[src/rtl/intr_call_seq.sv]
// Control-flow sequencer for CALL / RET / RETI and interrupt entry.
// Drives stack push/pop strobes, PC source selects and the global interrupt enable.
module intr_call_seq #(
    parameter int PC_W         = 32,
    parameter int WORD_W       = 16,
    parameter int DRAIN_CYCLES = 5,
    parameter int RET_LATENCY  = 2,
    parameter int NUM_IRQ      = 4,
    parameter int IDXW         = ((PC_W / WORD_W) > 1) ? $clog2(PC_W / WORD_W) : 1,
    parameter int VIDW         = (NUM_IRQ > 1) ? $clog2(NUM_IRQ) : 1
) (
    input  logic               clk,
    input  logic               reset,
    input  logic               op_valid,
    input  logic [1:0]         op_code,
    output logic               op_ready,
    input  logic [NUM_IRQ-1:0] irq_req,
    output logic [NUM_IRQ-1:0] irq_ack,
    output logic               busy,
    output logic               stall_fetch,
    output logic               insert_nop,
    output logic               mem_push,
    output logic               mem_pop,
    output logic               push_sel,
    output logic [IDXW-1:0]    word_idx,
    output logic               flag_restore,
    output logic               pc_load_target,
    output logic               pc_load_mem,
    output logic               pc_load_vector,
    output logic [VIDW-1:0]    vector_id,
    output logic               int_enable
);

    localparam int NWORDS = PC_W / WORD_W;
    localparam int MAX_AB = (DRAIN_CYCLES > NWORDS) ? DRAIN_CYCLES : NWORDS;
    localparam int MAXC   = (MAX_AB > RET_LATENCY) ? MAX_AB : RET_LATENCY;
    localparam int CNT_W  = $clog2(MAXC + 1);

    typedef enum logic [3:0] {
        S_IDLE, S_DRAIN, S_PUSH_PC, S_PUSH_FLAGS, S_VECTOR,
        S_CALL_PUSH, S_POP_FLAGS, S_POP_PC, S_RET_WAIT
    } state_t;

    state_t           r_state, w_state_nxt;
    logic [CNT_W-1:0] r_cnt, w_cnt_nxt;
    logic [VIDW-1:0]  r_vector_id, w_vid_nxt;
    logic             r_int_enable, w_ie_nxt;
    logic             r_is_reti, w_reti_nxt;
    logic [VIDW-1:0]  w_irq_idx;
    logic             w_irq_take;
    logic             w_words_last;

    // Lowest set request index wins.
    always_comb begin
        w_irq_idx = '0;
        for (int i = NUM_IRQ - 1; i >= 0; i--) begin
            if (irq_req[i]) w_irq_idx = VIDW'(i);
        end
    end

    assign w_irq_take   = (r_state == S_IDLE) && r_int_enable && (|irq_req) && !reset;
    assign w_words_last = (r_cnt == CNT_W'(NWORDS - 1));

    always_comb begin
        w_state_nxt    = r_state;
        w_cnt_nxt      = r_cnt;
        w_vid_nxt      = r_vector_id;
        w_ie_nxt       = r_int_enable;
        w_reti_nxt     = r_is_reti;
        op_ready       = 1'b0;
        irq_ack        = '0;
        insert_nop     = 1'b0;
        mem_push       = 1'b0;
        mem_pop        = 1'b0;
        push_sel       = 1'b0;
        word_idx       = '0;
        flag_restore   = 1'b0;
        pc_load_target = 1'b0;
        pc_load_mem    = 1'b0;
        pc_load_vector = 1'b0;

        case (r_state)
            S_IDLE: begin
                w_cnt_nxt = '0;
                op_ready  = !w_irq_take && !reset;
                if (w_irq_take) begin
                    irq_ack     = NUM_IRQ'(1) << w_irq_idx;
                    w_vid_nxt   = w_irq_idx;
                    w_ie_nxt    = 1'b0;
                    w_state_nxt = S_DRAIN;
                end else if (op_valid) begin
                    case (op_code)
                        2'b01: w_state_nxt = S_CALL_PUSH;
                        2'b10: begin w_state_nxt = S_POP_PC;    w_reti_nxt = 1'b0; end
                        2'b11: begin w_state_nxt = S_POP_FLAGS; w_reti_nxt = 1'b1; end
                        default: w_state_nxt = S_IDLE;
                    endcase
                end
            end
            S_DRAIN: begin
                insert_nop = 1'b1;
                if (r_cnt == CNT_W'(DRAIN_CYCLES - 1)) begin
                    w_cnt_nxt   = '0;
                    w_state_nxt = S_PUSH_PC;
                end else begin
                    w_cnt_nxt = r_cnt + CNT_W'(1);
                end
            end
            S_PUSH_PC, S_CALL_PUSH: begin
                // High word goes first so the pop order comes back low-to-high.
                mem_push = 1'b1;
                word_idx = IDXW'(NWORDS - 1) - r_cnt[IDXW-1:0];
                if (w_words_last) begin
                    w_cnt_nxt      = '0;
                    pc_load_target = (r_state == S_CALL_PUSH);
                    w_state_nxt    = (r_state == S_CALL_PUSH) ? S_IDLE : S_PUSH_FLAGS;
                end else begin
                    w_cnt_nxt = r_cnt + CNT_W'(1);
                end
            end
            S_PUSH_FLAGS: begin
                mem_push    = 1'b1;
                push_sel    = 1'b1;
                w_state_nxt = S_VECTOR;
            end
            S_VECTOR: begin
                pc_load_vector = 1'b1;
                w_state_nxt    = S_IDLE;
            end
            S_POP_FLAGS: begin
                mem_pop      = 1'b1;
                flag_restore = 1'b1;
                w_cnt_nxt    = '0;
                w_state_nxt  = S_POP_PC;
            end
            S_POP_PC: begin
                mem_pop  = 1'b1;
                word_idx = r_cnt[IDXW-1:0];
                if (w_words_last) begin
                    w_cnt_nxt   = '0;
                    w_state_nxt = S_RET_WAIT;
                end else begin
                    w_cnt_nxt = r_cnt + CNT_W'(1);
                end
            end
            S_RET_WAIT: begin
                if (r_cnt == CNT_W'(RET_LATENCY - 1)) begin
                    pc_load_mem = 1'b1;
                    w_cnt_nxt   = '0;
                    w_state_nxt = S_IDLE;
                    if (r_is_reti) w_ie_nxt = 1'b1;
                end else begin
                    w_cnt_nxt = r_cnt + CNT_W'(1);
                end
            end
            default: begin
                w_state_nxt = S_IDLE;
                w_cnt_nxt   = '0;
            end
        endcase
    end

    always_ff @(posedge clk or posedge reset) begin
        if (reset) begin
            r_state      <= S_IDLE;
            r_cnt        <= '0;
            r_vector_id  <= '0;
            r_int_enable <= 1'b1;
            r_is_reti    <= 1'b0;
        end else begin
            r_state      <= w_state_nxt;
            r_cnt        <= w_cnt_nxt;
            r_vector_id  <= w_vid_nxt;
            r_int_enable <= w_ie_nxt;
            r_is_reti    <= w_reti_nxt;
        end
    end

    assign busy        = (r_state != S_IDLE);
    assign stall_fetch = busy;
    assign vector_id   = r_vector_id;
    assign int_enable  = r_int_enable;

endmodule

[config.mk]
export PLATFORM = sky130hd
export DESIGN_NAME = intr_call_seq
export DESIGN_NICKNAME = d
export VERILOG_FILES = /design/src/rtl/intr_call_seq.sv
export SDC_FILE = /design/constraint.sdc
export NUM_CORES = 1
export LEC_CHECK = 0
export ABC_CLOCK_PERIOD_IN_PS = 2500
export CAP_MARGIN = 20
export CORE_MARGIN = 4
export CORE_UTILIZATION = 35
export DETAILED_ROUTE_END_ITERATION = 8
export PLACE_DENSITY_LB_ADDON = 0.1
export SLEW_MARGIN = 20
export SYNTH_ARGS = -nofsm -noshare
export SYNTH_HDL_FRONTEND = slang
export SYNTH_SLANG_ARGS = --single-unit
[constraint.sdc]
create_clock -name clk -period 2.5 [get_ports clk]
set_clock_uncertainty 0.2 [all_clocks]
set_input_delay 0.375 -clock clk [delete_from_list [all_inputs] [get_ports clk]]
set_output_delay 0.375 -clock clk [all_outputs]
set_load 0.02 [all_outputs]
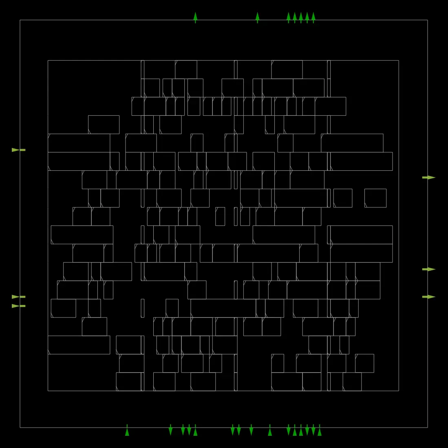
**Above:** run 1 (placed standard cells).
FFs & Latches: 11
Tapcells: 30
Layout Utilization: 54.3%
fraction of area in registers: 20.0%
Filler cells: 256

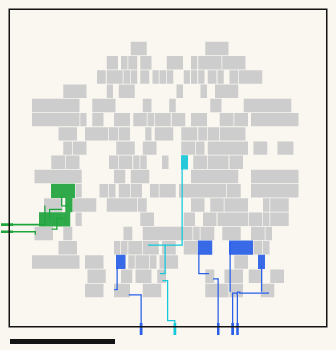
**Above:** run 1 (nets reached from selected ports).
The bar under the picture is 20 um long.
- op_code: green (bits 2; direction input; edge left; end cells 4; buffers 2; wire 26.6 um)
- irq_ack: blue (bits 4; direction output; edge bottom; end cells 4; buffers 4; wire 61.8 um)
- pc_load_mem: cyan (bits 1; direction output; edge bottom; end cells 1; buffers 1; wire 38.4 um)

==> flow_metrics.tcl, run 1 <==
# yosys + openroad results
set metrics [dict create \
    grt_pass1_vias 954 \
    finalNonFillerCells 188 \
    pwr-share-clk_pct 8.1 \
    largest_class "combinational gates" \
    min_path_cells 2 \
    post_cts_resized 20 \
    ys_area_um2 961 \
    clkSlewWorstSetupHoldPaths_ns 0.06 \
    fp-utilization_pct 37.8 \
    overflow 0 \
    critPathKind "input port to output port" \
    postCtsHoldBufs 0 \
    via_per_inst 5.28 \
    clock_sink_count 11 \
    path_depth 7 \
    h-tree-depth 1 \
    flop_cell "dfrtp_1" \
    timing.final.max_slew_violations 0 \
    drt_pass1_iterations 4 \
    largestPowerGroup "combinational logic" \
    cp_max_fo 3 \
    status "finished, final reports clean" \
    topCombFamilyByArea "simple AND/OR/NAND/NOR gates" \
    coreArea_um2 2540 \
    synth_cell_types 46 \
    placement.cell_area_um2 1330 \
]
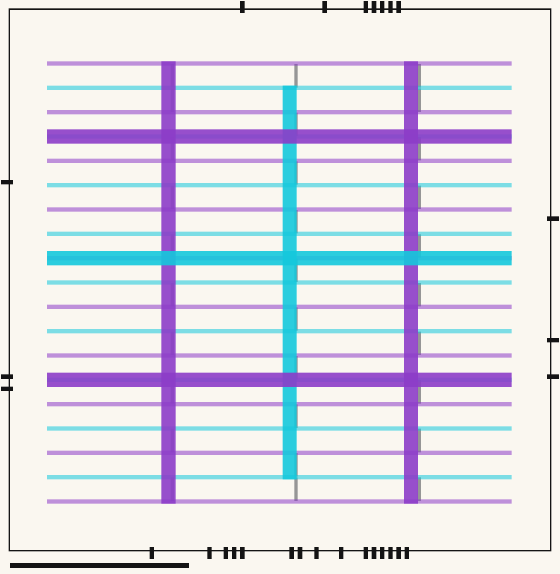
**Above:** run 1 (PDN straps and rails).
The bar under the picture is 20 um long. Pins as bars on the die edge. Tap cells in grey.
- VDD: cyan
- VSS: purple
- signal pins: 28
- met5 straps: 3
- tap cells: 30
- rows: 18
- met1 rails: 19

==> run 2, diff against run 1 <==
--- a/config.mk
+++ b/config.mk
@@ -6,7 +6,7 @@
 export NUM_CORES = 1
 export LEC_CHECK = 0
 export ABC_CLOCK_PERIOD_IN_PS = 2500
-export CAP_MARGIN = 20
+export CAP_MARGIN = 0
 export CORE_MARGIN = 4
 export CORE_UTILIZATION = 35
 export DETAILED_ROUTE_END_ITERATION = 8
==> run 2 against run 1 <==
Power did not move. Worst setup slack unchanged. Sequential power about the same. Cell count unchanged. Utilization unchanged. Synthesized cell count stayed put. First-iteration DRC count stayed put. Critical endpoint unchanged. Register-to-register slack about the same. Cell area is the same. Via count unchanged.
==> flow_metrics.tcl, run 2 <==
# yosys + openroad results
set metrics [dict create \
    inv_count 9 \
    clkSlewWorstSetupHoldPaths_ns 0.06 \
    clock_path_buffers 2 \
    overflow 0 \
    h-tree-depth 1 \
    numCtsBuffers 3 \
    critPathCapture "irq_ack[3]" \
    grt_pass1_vias 954 \
    r2r_cells 7 \
    nWellTaps 30 \
    rsz0062_at_grt "true" \
    largest_class "combinational gates" \
    cts_root_buf "clkbuf_4" \
    postCtsHoldBufs 0 \
    xor_area_share_pct 1.82 \
    clock_sink_count 11 \
    timing.final.max_slew_violations 0 \
    path_depth 7 \
    flop_cell "dfrtp_1" \
    finalNonFillerCells 188 \
    topCombFamilyByArea "simple AND/OR/NAND/NOR gates" \
    coreArea_um2 2540 \
    seq-cell-share_pct 20.0 \
    status "finished, final reports clean" \
    pwr-share-clk_pct 8.1 \
    nFillCells 256 \
    final_core_util_pct 54.3 \
    leakagePower_nw 0.756 \
    met1Wirelength_mm 1.13 \
    critPathKind "input port to output port" \
    min_path_cells 2 \
    post_cts_resized 20 \
    wirelength_mm 2.50 \
    fp-utilization_pct 37.8 \
    ioPinCount 28 \
    drtIter0Drc 43 \
    ys_area_um2 961 \
    seq_cells 11 \
    synth_cell_types 46 \
    drt_pass1_iterations 4 \
    hp-start "vector_id[0]$_DFFE_PP0P_" \
    reg2reg_to "r_state[0]$_DFFE_PP0P_" \
    largestPowerGroup "combinational logic" \
    hold_class "flop to flop" \
    cp_max_fo 3 \
    power_clock_mw 0.121 \
]
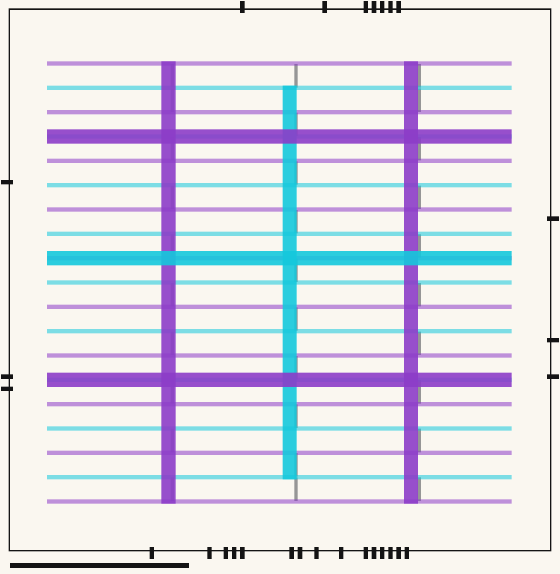
**Above:** run 2 (PDN straps and rails).
The bar under the picture is 20 um long. Pins as bars on the die edge. Tap cells in grey.
- VSS: purple
- VDD: cyan
- met5 straps: 3
- met1 rails: 19
- rows: 18
- signal pins: 28
- tap cells: 30

Power and IR drop assume default switching activity.
